--- src/rtl/fetch_buffer_pkg.sv ---
// Shared core types for the fetch front end: the bubble encoding and the
// {pc, inst} entry carried between fetch and decode.
package fetch_buffer_pkg;
  localparam logic [31:0] NOP_INST = 32'h0000_0000;

  typedef struct packed {
    logic [31:0] pc;
    logic [31:0] inst;
  } fetch_entry_t;
endpackage

--- src/rtl/fetch_buffer.sv ---
// Fetch-to-decode instruction queue. Bubbles are dropped on entry; a flush
// (redirect) empties it. There is no empty bypass: a push is visible one cycle later.
module fetch_buffer
  import fetch_buffer_pkg::*;
#(
  parameter int DEPTH = 4,
  parameter int CW    = $clog2(DEPTH) + 1
) (
  input  logic          clk_i,
  input  logic          rst_ni,
  input  logic          flush_i,
  input  logic          push_valid_i,
  input  logic [31:0]   push_pc_i,
  input  logic [31:0]   push_inst_i,
  output logic          push_ready_o,
  output logic          stall_fetch_o,
  output logic          pop_valid_o,
  input  logic          pop_ready_i,
  output logic [31:0]   pop_pc_o,
  output logic [31:0]   pop_inst_o,
  output logic [CW-1:0] count_o
);
  localparam int AW = $clog2(DEPTH);
  localparam logic [CW-1:0] FULL_CNT  = CW'(DEPTH);
  localparam logic [CW-1:0] ALMOST_CNT = CW'(DEPTH - 1);

  fetch_entry_t    mem [DEPTH];
  logic [AW-1:0]   wptr, rptr;
  logic [CW-1:0]   cnt;
  logic            do_push, do_pop;
  fetch_entry_t    head;

  assign push_ready_o  = cnt < FULL_CNT;
  assign pop_valid_o   = cnt != '0;
  assign stall_fetch_o = cnt >= ALMOST_CNT;
  assign count_o       = cnt;

  assign do_push = push_valid_i && push_ready_o && (push_inst_i != NOP_INST) && !flush_i;
  assign do_pop  = pop_valid_o && pop_ready_i && !flush_i;

  // Empty reads as zero so decode never sees stale storage.
  assign head       = pop_valid_o ? mem[rptr] : '0;
  assign pop_pc_o   = head.pc;
  assign pop_inst_o = head.inst;

  always_ff @(posedge clk_i or negedge rst_ni) begin
    if (!rst_ni) begin
      wptr <= '0;
      rptr <= '0;
    end else if (flush_i) begin
      wptr <= '0;
      rptr <= '0;
    end else begin
      if (do_push) wptr <= wptr + 1'b1;
      if (do_pop)  rptr <= rptr + 1'b1;
    end
  end

  always_ff @(posedge clk_i or negedge rst_ni) begin
    if (!rst_ni) begin
      cnt <= '0;
    end else if (flush_i) begin
      cnt <= '0;
    end else begin
      case ({do_push, do_pop})
        2'b10:   cnt <= cnt + 1'b1;
        2'b01:   cnt <= cnt - 1'b1;
        default: cnt <= cnt;
      endcase
    end
  end

  // Storage is never cleared; pointers and count alone define occupancy.
  always_ff @(posedge clk_i) begin
    if (do_push) mem[wptr] <= '{pc: push_pc_i, inst: push_inst_i};
  end
endmodule
--- config.mk ---
export PLATFORM = sky130hd
export DESIGN_NAME = fetch_buffer
export DESIGN_NICKNAME = d
export VERILOG_FILES = /design/src/rtl/fetch_buffer_pkg.sv /design/src/rtl/fetch_buffer.sv
export SDC_FILE = /design/constraint.sdc
export NUM_CORES = 1
export LEC_CHECK = 0
export CAP_MARGIN = 0
export CORE_MARGIN = 8
export CORE_UTILIZATION = 55
export DETAILED_ROUTE_END_ITERATION = 8
export PLACE_DENSITY_LB_ADDON = 0.12
export SYNTH_ARGS = -nofsm -noshare
export SYNTH_HDL_FRONTEND = slang
export SYNTH_SLANG_ARGS = --single-unit
--- constraint.sdc ---
create_clock -name clk_i -period 2.3 [get_ports clk_i]
set_input_delay 0.46 -clock clk_i [delete_from_list [all_inputs] [get_ports clk_i]]
set_output_delay 0.46 -clock clk_i [all_outputs]
set_load 0.05 [all_outputs]
Fig. 1: where the registers sit
Drawn at 4 px/um. Other sequential cells in the stronger grey, the rest of the logic in the fainter grey.
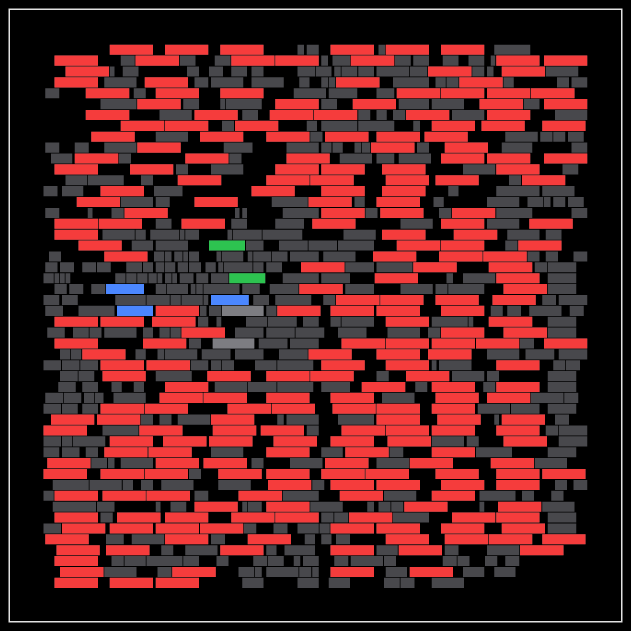
| netlist name | colour | placed flops |
|---|---|---|
| `mem` | red | 256 |
| `wptr` | green | 2 |
| `count_o` | blue | 3 |
not coloured: 2

Fig. 2: wiring by layer
Drawn at 2 px/um. Two of the layers only.
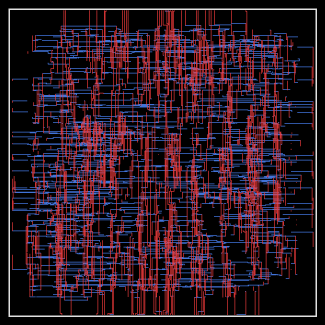
| layer | colour | wire length |
|---|---|---|
| metal 1 | blue | 9,560 um |
| metal 2 | red | 11,200 um |

Fig. 3: metal 3
Drawn at 2 px/um.
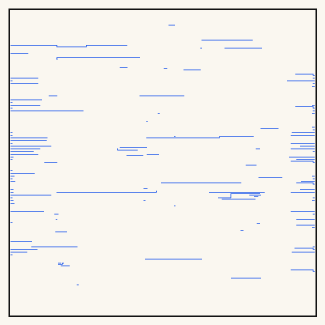
wire length on this layer: 1,100 um
main direction: horizontal
share of all routed wire: 5.0%
nets with wire on the layer: 97
longest straight run: 49.7 um

Fig. 4: placed cells, one colour a class
Drawn at 2 px/um.
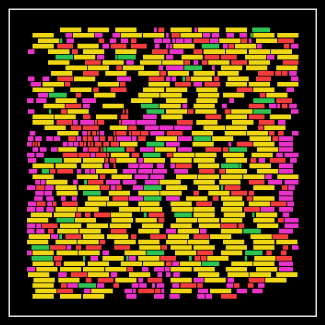
| class | colour | cells | share of their area |
|---|---|---|---|
| sequential cells | yellow | 263 | 57% |
| clock drivers and dummy loads | green | 46 | 5.9% |
| remaining buffers and delay cells | magenta | 209 | 19% |
| combinational and other logic | red | 185 | 18% |

Fig. 5: cell outlines without signal wires
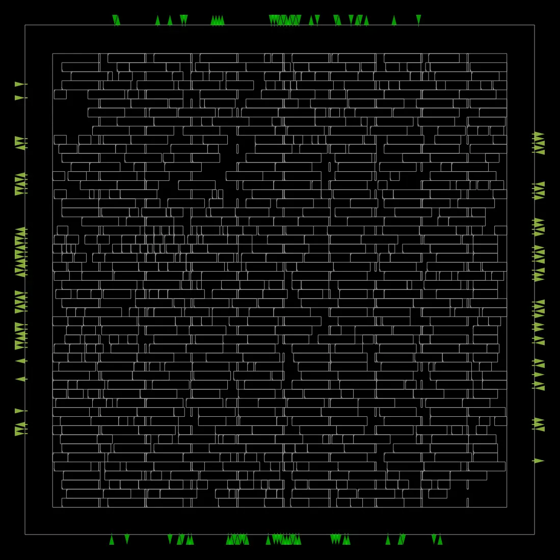
Tapcell Cnt: 234
flop count: 263
core footprint: 0.0185 mm2
final non-filler cell total: 937

-- placed cells by master, fill, tap and decap left out, types with 2 or more instances in the layout --
cell             instances
edfxtp_1               256
mux4_2                  64
and2_4                  64
buf_12                  43
buf_4                   42
buf_6                   38
clkdlybuf4s50_1         37
clkbuf_16               29
dlymetal6s2s_1          15
buf_8                   15
clkbuf_2                13
clkbuf_1                 7
nor2_1                   6
clkinv_2                 6
inv_1                    5
nor4_2                   5
and3_4                   4
nand2_1                  4
ha_1                     4
nor4_4                   3
clkinv_1                 3
dfrtp_1                  3
dlygate4sd2_1            3
nand4_1                  2
mux2_4                   2
xor2_1                   2
mux2i_1                  2
bufinv_16                2
dfrtp_2                  2
dfrtp_4                  2
-- per-layer routing --
metal / vias to the layer above / wire, um / global-route usage (%)
met2: 149 / 11200 / 31.4
li1: 2350 / - / -
met4: 0 / 343 / 4.38
met1: 2834 / 9560 / 24.1
met3: 29 / 1100 / 3.60
met5: - / 0 / 0
-- cell usage after synthesis --
master,count
clkbuf_1,8
buf_4,1
o31ai_1,1
and2_1,64
nand3_1,1
inv_1,6
buf_1,2
fa_1,1
xor2_1,2
a311oi_1,1
o21ai_0,2
o2111ai_1,1
a2bb2oi_1,1
nor4_1,4
o2111a_1,1
buf_6,5
nor2_1,6
or3_1,2
nand2_1,4
nand4_1,2
mux2_4,2
mux4_2,64
nor4_2,4
edfxtp_1,256
buf_2,7
mux2i_1,2
o21a_1,1
nor2b_1,1
a22oi_1,1
ha_1,4
dfrtp_1,7
o31ai_4,1
nand2b_1,1
nor3_1,1
and3_2,4
-- worst register-to-register path, stage by stage (launching register included) --
cell and delay (ns):
dfrtp_2 0.43, buf_4 0.15, nor2b_1 0.14, o21a_1 0.21, nor3_4 0.07, fa_2 0.40
or3_1 0.40, a311oi_2 0.29
-- path summary, 6_finish.rpt --
check,start,to,slack (ns),cells after the start
setup / recovery,rptr[0]$_DFFE_PN0P_,pop_inst_o[19],-0.28,5
hold / removal,push_inst_i[30],mem[0][30]$_DFFE_PP_,0.15,1
setup reg to reg,count_o[2]$_DFFE_PN0P_,count_o[2]$_DFFE_PN0P_,0.13,7
hold reg to reg,wptr[1]$_DFFE_PN0P_,wptr[1]$_DFFE_PN0P_,0.64,2
max in group asynchronous,rst_ni,rptr[0]$_DFFE_PN0P_,1.79,1
min in group asynchronous,rst_ni,count_o[0]$_DFFE_PN0P_,0.22,1
-- flip-flops by register name (all words and copies together), names as in the netlist --
signal / count
mem: 256
count_o: 3
wptr: 2
rptr: 2
-- repair_timing --
action	CTS	global route
resized	52	183
setup buffers	8	9
setup endpoints to repair	71	67
pin swaps	10	27
gates cloned	2	3
-- cell type report --
cell class	instances	area (um2)
inverters	6	22.5
flip-flops and latches	263	7870
repair buffers	209	2560
multi-input cells	179	2520
clock buffers	34	702
fillers	1036	4440
clock inverters	12	113
well taps	234	293
-- report_power, final --
| part | total (uW) | switching [uW] | leakage (uW) | internal (uW) |
|---|---|---|---|---|
| Sequential | 5470 | 55.6 | 0.00241 | 5410 |
| Clock | 4050 | 1680 | 0.000403 | 2370 |
| Combinational | 3840 | 2010 | 0.00216 | 1830 |
==> results.tsv <==
stage	metric	value	unit
route	DRT iter0 DRCs	285	
run	total of max-cap violations	0	
synth	number of synthesized register bits	263	
finish	design area	0.0141	mm2
synth	YS chip area	0.0103	mm2
worst_setup_path	WP buf/inv	3	
synth	post-synthesis sequential area ratio	76.5	%
timing	fin worst setup slack	-0.281	ns
power_and_ir_drop	Leakage	0.00497	uW
status	status	finished with violations	
die	num ports	139	
placement	dpl hpwl	13.5	mm
synth	yosys cell count	471	
route	drt wl/cell	23.6	um
timing	Max Slew Vio Count	0	
placement	port bufs	138	
timing	RSZ-0062 raised after global routing	yes	
timing	Final setup viols	65	
synth	Synth Cell Area	0.0103	mm2
finish	# nets final	759	
synth	Top area cell types	edfxtp_1, mux4_2, and2_1, dfrtp_1, buf_6	
die	Die X	153	um
die	row count	50	
timing	Worst-Margin Slew	0.504	ns
finish	layout cell share with drive strength beyond 1	48.9	%
cts	clock buffers created by TritonCTS	26	
route	# DRC	0	
cts	CTS Sinks	263	
synth	Post-Synth AOI/OAI Area	0.888	%
global_route	total global routing overflow	0	
timing	Hold Violations, Final	0	
route	Via-to-Cell Ratio	5.72	
worst_setup_path	CP max FO	6	
synth	Mux area share	14.5	%
placement	area post-placement	0.0126	mm2
global_route	first-pass GRT wire length	33.6	mm
synth	Mapped Nets	545	
synth	Basic Gates by Area	5.74	%
synth	xor+xnor area frac	0.170	%
timing	Worst slew margin	66.3	%
status	failing checks	negative setup slack	
timing	clk_skew	0.0114	ns
cts	Clock Latency Late Sink	0.52	ns
timing	crit path time final	2.58	ns
finish	Finished Core Util	76.0	%
power_and_ir_drop	Worst IR Drop VDD	0.700	mV
No activity file was given, so power comes from the tool's default toggle rates.
